Design stage5_rx, sky130hd; sources not shown.
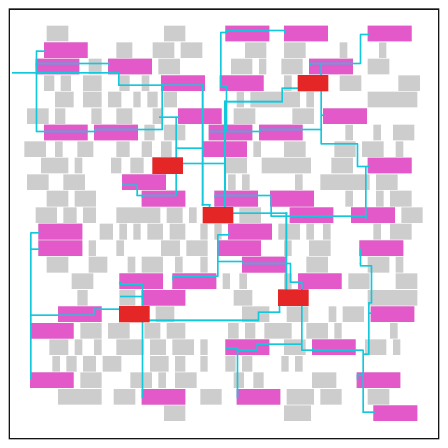
run_1/clock_map.png
[clock wires] cyan | length: 558 um
[cells driving clock nets] red | count: 5
[flip-flops] magenta | count: 43
flops lie	all over the die
routed clock nets	6
clock network power: 0.237 mW
insertion delay to the later sink of the worst-skew pair: 0.30 ns

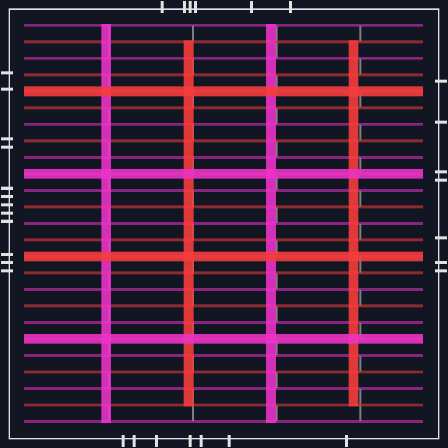
run_1/pdn.png
Pins as bars on the die edge. Tap cells in gray.
net	color
VDD	red
VSS	magenta
met5 straps	4
signal pins	32
maximum vdd drop: 0.197 mV
height of the die: 70.5 um
width of the chip: 70.5 um

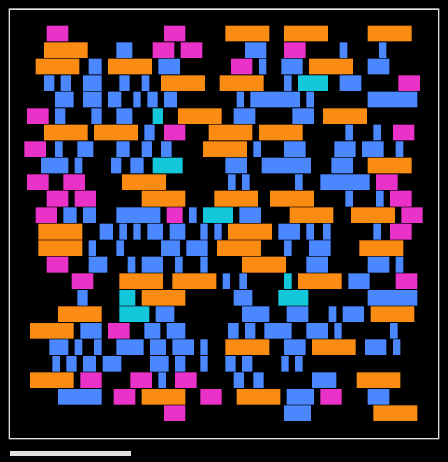
run_1/cell_classes.png
Bar = 20 um.
class	color	cells	share of their area
other buffers and delay cells	magenta	32	14%
flip-flops	orange	43	38%
all other logic	blue	136	44%
clock drivers and dummy loads	cyan	8	3.8%
core occupancy in the finished layout: 0.542
Row Count: 24
sequential share of cell area: 0.370
area of all placed cells without fillers: 2330 um2
Placeable Area: 4290 um2

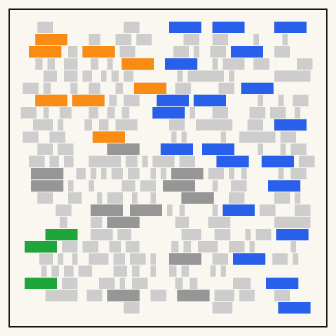
run_1/registers.png
Other sequential cells in the stronger gray, the rest of the logic in the fainter gray.
name in the netlist	color	placed flops
mem_q	blue	20
fill_o	green	3
err_cnt_o	orange	8
not colored	12
flip-flop and latch area: 861 um2
seq pwr: 0.390 mW

==> results.txt, run 1 <==
Figures from the implementation reports.

- The count of pins on the block boundary is 32.
- The count of yosys warnings during synthesis reads 0.
- The wire length on met1 reads 1870 um.
- In the final report, the number of hold violations comes to 0.
- Of the post-synthesis cell area, the dominant cell type holds 0.452.
- Including well taps, the total number of placed cells is 263.
- The timing report shows that the slowest cell on the worst path is sky130_fd_sc_hd__clkdlybuf4s50_1.
- The number of enable flip-flop cells is 0.
- In this run the number of H-tree levels came out at 2.
- The type of the tightest min-delay check is reg -> reg.
- The flow ran to the end, and the final reports show no timing, DRC or antenna violations.
- The minimum clock period after layout is 3.01 ns.
- The worst pin sits at a relative slew slack of 0.492.
- The number of non-clock buffers in the layout reads 32.
- The number of warnings in the stage logs reads 29.
- The total leakage power is 0.956 nW.
- The first TritonRoute pass finished after 6 iterations.
- The final cell count without fillers is 271.
- The ratio of routed vias to standard cells is 5.35.
- The number of logic gates reads 129.
- Among logic cells in the layout, the one with the most instances is sky130_fd_sc_hd__dfxtp_1.
- Buffers inserted during clock tree synthesis total 5.
- In this run the top signal layer used is met4.
- Yosys reported that registers with async set or reset make up 0.
[run 1: where the power goes]
group / total (mW) / internal, mW / switching [mW]
registers: 0.390 / 0.380 / 0.00971
logic: 0.0908 / 0.0447 / 0.0461
clock network: 0.237 / 0.106 / 0.131
[run 1: worst register-to-register path: stages (launching register included)]
cell and delay, ns:
sky130_fd_sc_hd__dfxtp_1 0.34, sky130_fd_sc_hd__a21boi_0 0.18, sky130_fd_sc_hd__o211ai_1 0.16, sky130_fd_sc_hd__fa_1 0.49, sky130_fd_sc_hd__inv_1 0.08, sky130_fd_sc_hd__ha_1 0.22, sky130_fd_sc_hd__and4_1 0.26, sky130_fd_sc_hd__nand4_1 0.23
sky130_fd_sc_hd__a21oi_1 0.21
[run 1: synth_stat cells, types with 3 or more instances]
cell	number
sky130_fd_sc_hd__inv_1	7
sky130_fd_sc_hd__clkbuf_1	6
sky130_fd_sc_hd__nand3_2	3
sky130_fd_sc_hd__xor2_1	6
sky130_fd_sc_hd__nand2_1	27
sky130_fd_sc_hd__nand3_1	4
sky130_fd_sc_hd__dfxtp_1	43
sky130_fd_sc_hd__nor2_1	14
sky130_fd_sc_hd__a21oi_1	9
sky130_fd_sc_hd__mux2i_1	23
sky130_fd_sc_hd__o21ai_0	5
sky130_fd_sc_hd__mux4_2	5
sky130_fd_sc_hd__ha_1	6
[run 1: metrics by stage]
step	instance area (um2)	util	hold slack, ns	power [mW]
after detailed placement	2240	0.522	0.253	0.490
final	2330	0.542	0.264	0.718
after CTS	2330	0.542	0.270	0.730
after global routing	2330	0.542	0.283	0.752
after global placement	2240	0.522	0.239	0.486
after floorplan	1900	-	0.232	0.454
run_1/final_congestion.png
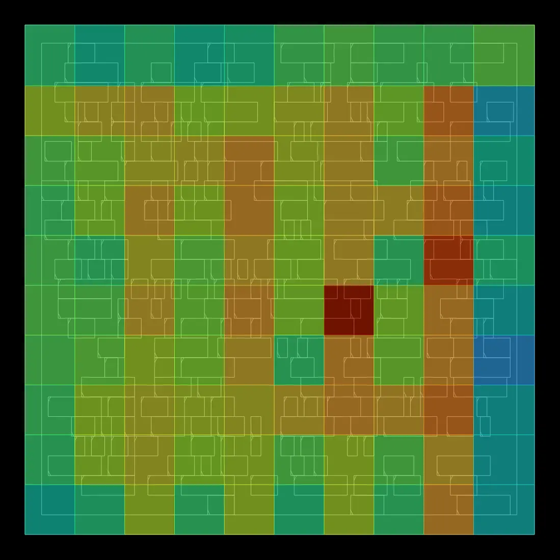

==> inputs of run 2 (changes only) <==
- CORE_UTILIZATION: 43 -> 40
- clock period: 4.6 -> 2.8 ns (I/O delays scaled with it)
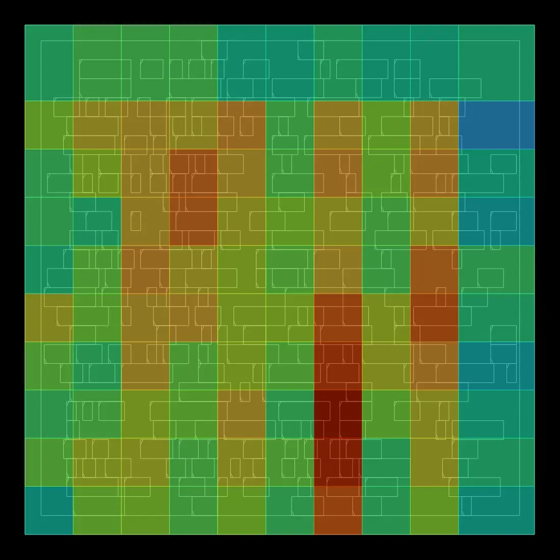
run_2/final_congestion.png
global routing's busiest layer: met2
global routing usage on met1: 0.219
GRT Util Overall: 0.185
average wire per cell in the routed design: 15.8 um

==> results.txt, run 2 <==
Figures from the implementation reports.

- The flow ran to the end, and the final reports show no timing, DRC or antenna violations.
- The fraction of registers with async set or reset after synthesis reads 0.
- The combinational fraction of design power reads 0.117.
- The number of enable flip-flop cells is 0.
- The iteration tally of the first detailed-router pass is 4.
- The worst supply voltage drop on vdd is 0.305 mV.
- The overall die width reads 73.0 um.
- In the synthesized netlist, the cells that appear most often are sky130_fd_sc_hd__dfxtp_1, sky130_fd_sc_hd__nand2_1, sky130_fd_sc_hd__mux2i_1, sky130_fd_sc_hd__nor2_1, sky130_fd_sc_hd__a21oi_1.
- The timing report shows that the slowest cell on the worst path is sky130_fd_sc_hd__clkdlybuf4s50_1.
- The total area inside the core boundary comes to 4660 um2.
- The final weighted congestion in routability-driven placement reads 0.745.
- In this run the number of H-tree levels came out at 2.
- Across all checked pins, the minimum headroom to the slew limit is 0.484.
- The effective utilization at floorplan reads 0.408.
- The worst path in the final design needs a cycle of 2.56 ns, including I/O delays and setup.
- The number of placed cells counting well taps is 267.
- The clock reaches the later pin of the worst-skew pair after 0.29 ns.
- The share of power burned in the clock network is 0.387.
- The net count after synthesis is 208.
- Leaving out filler cells and counting taps, the final layout contains 275.
- The area fraction of the dominant cell type after synthesis reads 0.452.
- The power report attributes to the sequential group a share of 0.495.
- The cell row count is 25.
- The ratio of routed vias to standard cells reads 5.22.
- The switching share of power is 0.236.
- The count of pins on the block boundary reads 32.
- The vertical die dimension reads 73.0 um.
- The final hold violation count recorded for this run is 0.
- The share of synthesized area spent on multiplexers is 0.180.
- The report puts the cell count of the worst reg-to-reg path at 8.
- The total leakage power reads 0.995 nW.
- The library cell used most frequently in the layout, excluding fill and tap cells, is sky130_fd_sc_hd__dfxtp_1.
- The TritonCTS buffer count reads 5.
- The library cell with the highest instance count after synthesis is sky130_fd_sc_hd__dfxtp_1.
[run 2: cell counts after synthesis]
No cell type changed its count.
[run 2: power groups by stage]
stage	logic, mW	clock network, mW	registers [mW]
2_1_floorplan	0.0903	0	0.656
3_3_place_gp	0.147	0	0.654
5_1_grt	0.166	0.543	0.644
4_1_cts	0.154	0.516	0.642
6_report	0.152	0.501	0.641
3_5_place_dp	0.153	0	0.656
[run 2: cell families after synthesis]
kind of cell    after synthesis
mux                          28
xor+xnor                      7
simple gates                 64
fa+ha+maj                     8
buf+inv                      16
flops                        43
compound gates               22
[run 2: layout make-up]
class / instances / share of cell area
inverters: 7 / 0.0110
clock buffers: 6 / 0.0347
well taps: 54 / 0.0284
flip-flops and latches: 43 / 0.362
repair buffers: 34 / 0.141
multi-input cells: 129 / 0.409
clock inverters: 2 / 0.0147
[run 2: what timing repair did]
item                                    CTS  global route
setup buffers                             0             0
endpoints found under the setup margin    0             4
resized                                   0             1
[run 2: layer usage]
layer	GRT usage	vias to the layer above	part of all wire
met5	0	-	0
met3	0.0373	6	0.028
met1	0.219	691	0.45
li1	-	714	-
met4	0.0679	0	0.015
met2	0.329	24	0.51
[run 2: per-stage QoR]
stage | setup slack (ns) | hold slack, ns | cell area [um2] | power, mW
2_1_floorplan | 0.515 | 0.227 | 1900 | 0.747
3_3_place_gp | -0.00222 | 0.241 | 2260 | 0.802
3_5_place_dp | -0.119 | 0.258 | 2260 | 0.809
4_1_cts | 0.179 | 0.271 | 2380 | 1.31
5_1_grt | 0.0305 | 0.269 | 2380 | 1.35
6_report | 0.237 | 0.244 | 2380 | 1.29
[run 2: critical path, delay by kind of cell]
kind            cells  cell delay, ns
buf+inv             2            0.60
simple gates        3            0.67
fa+ha+maj           2            0.67
compound gates      2            0.35
Power is estimated from default activity; no workload was simulated.
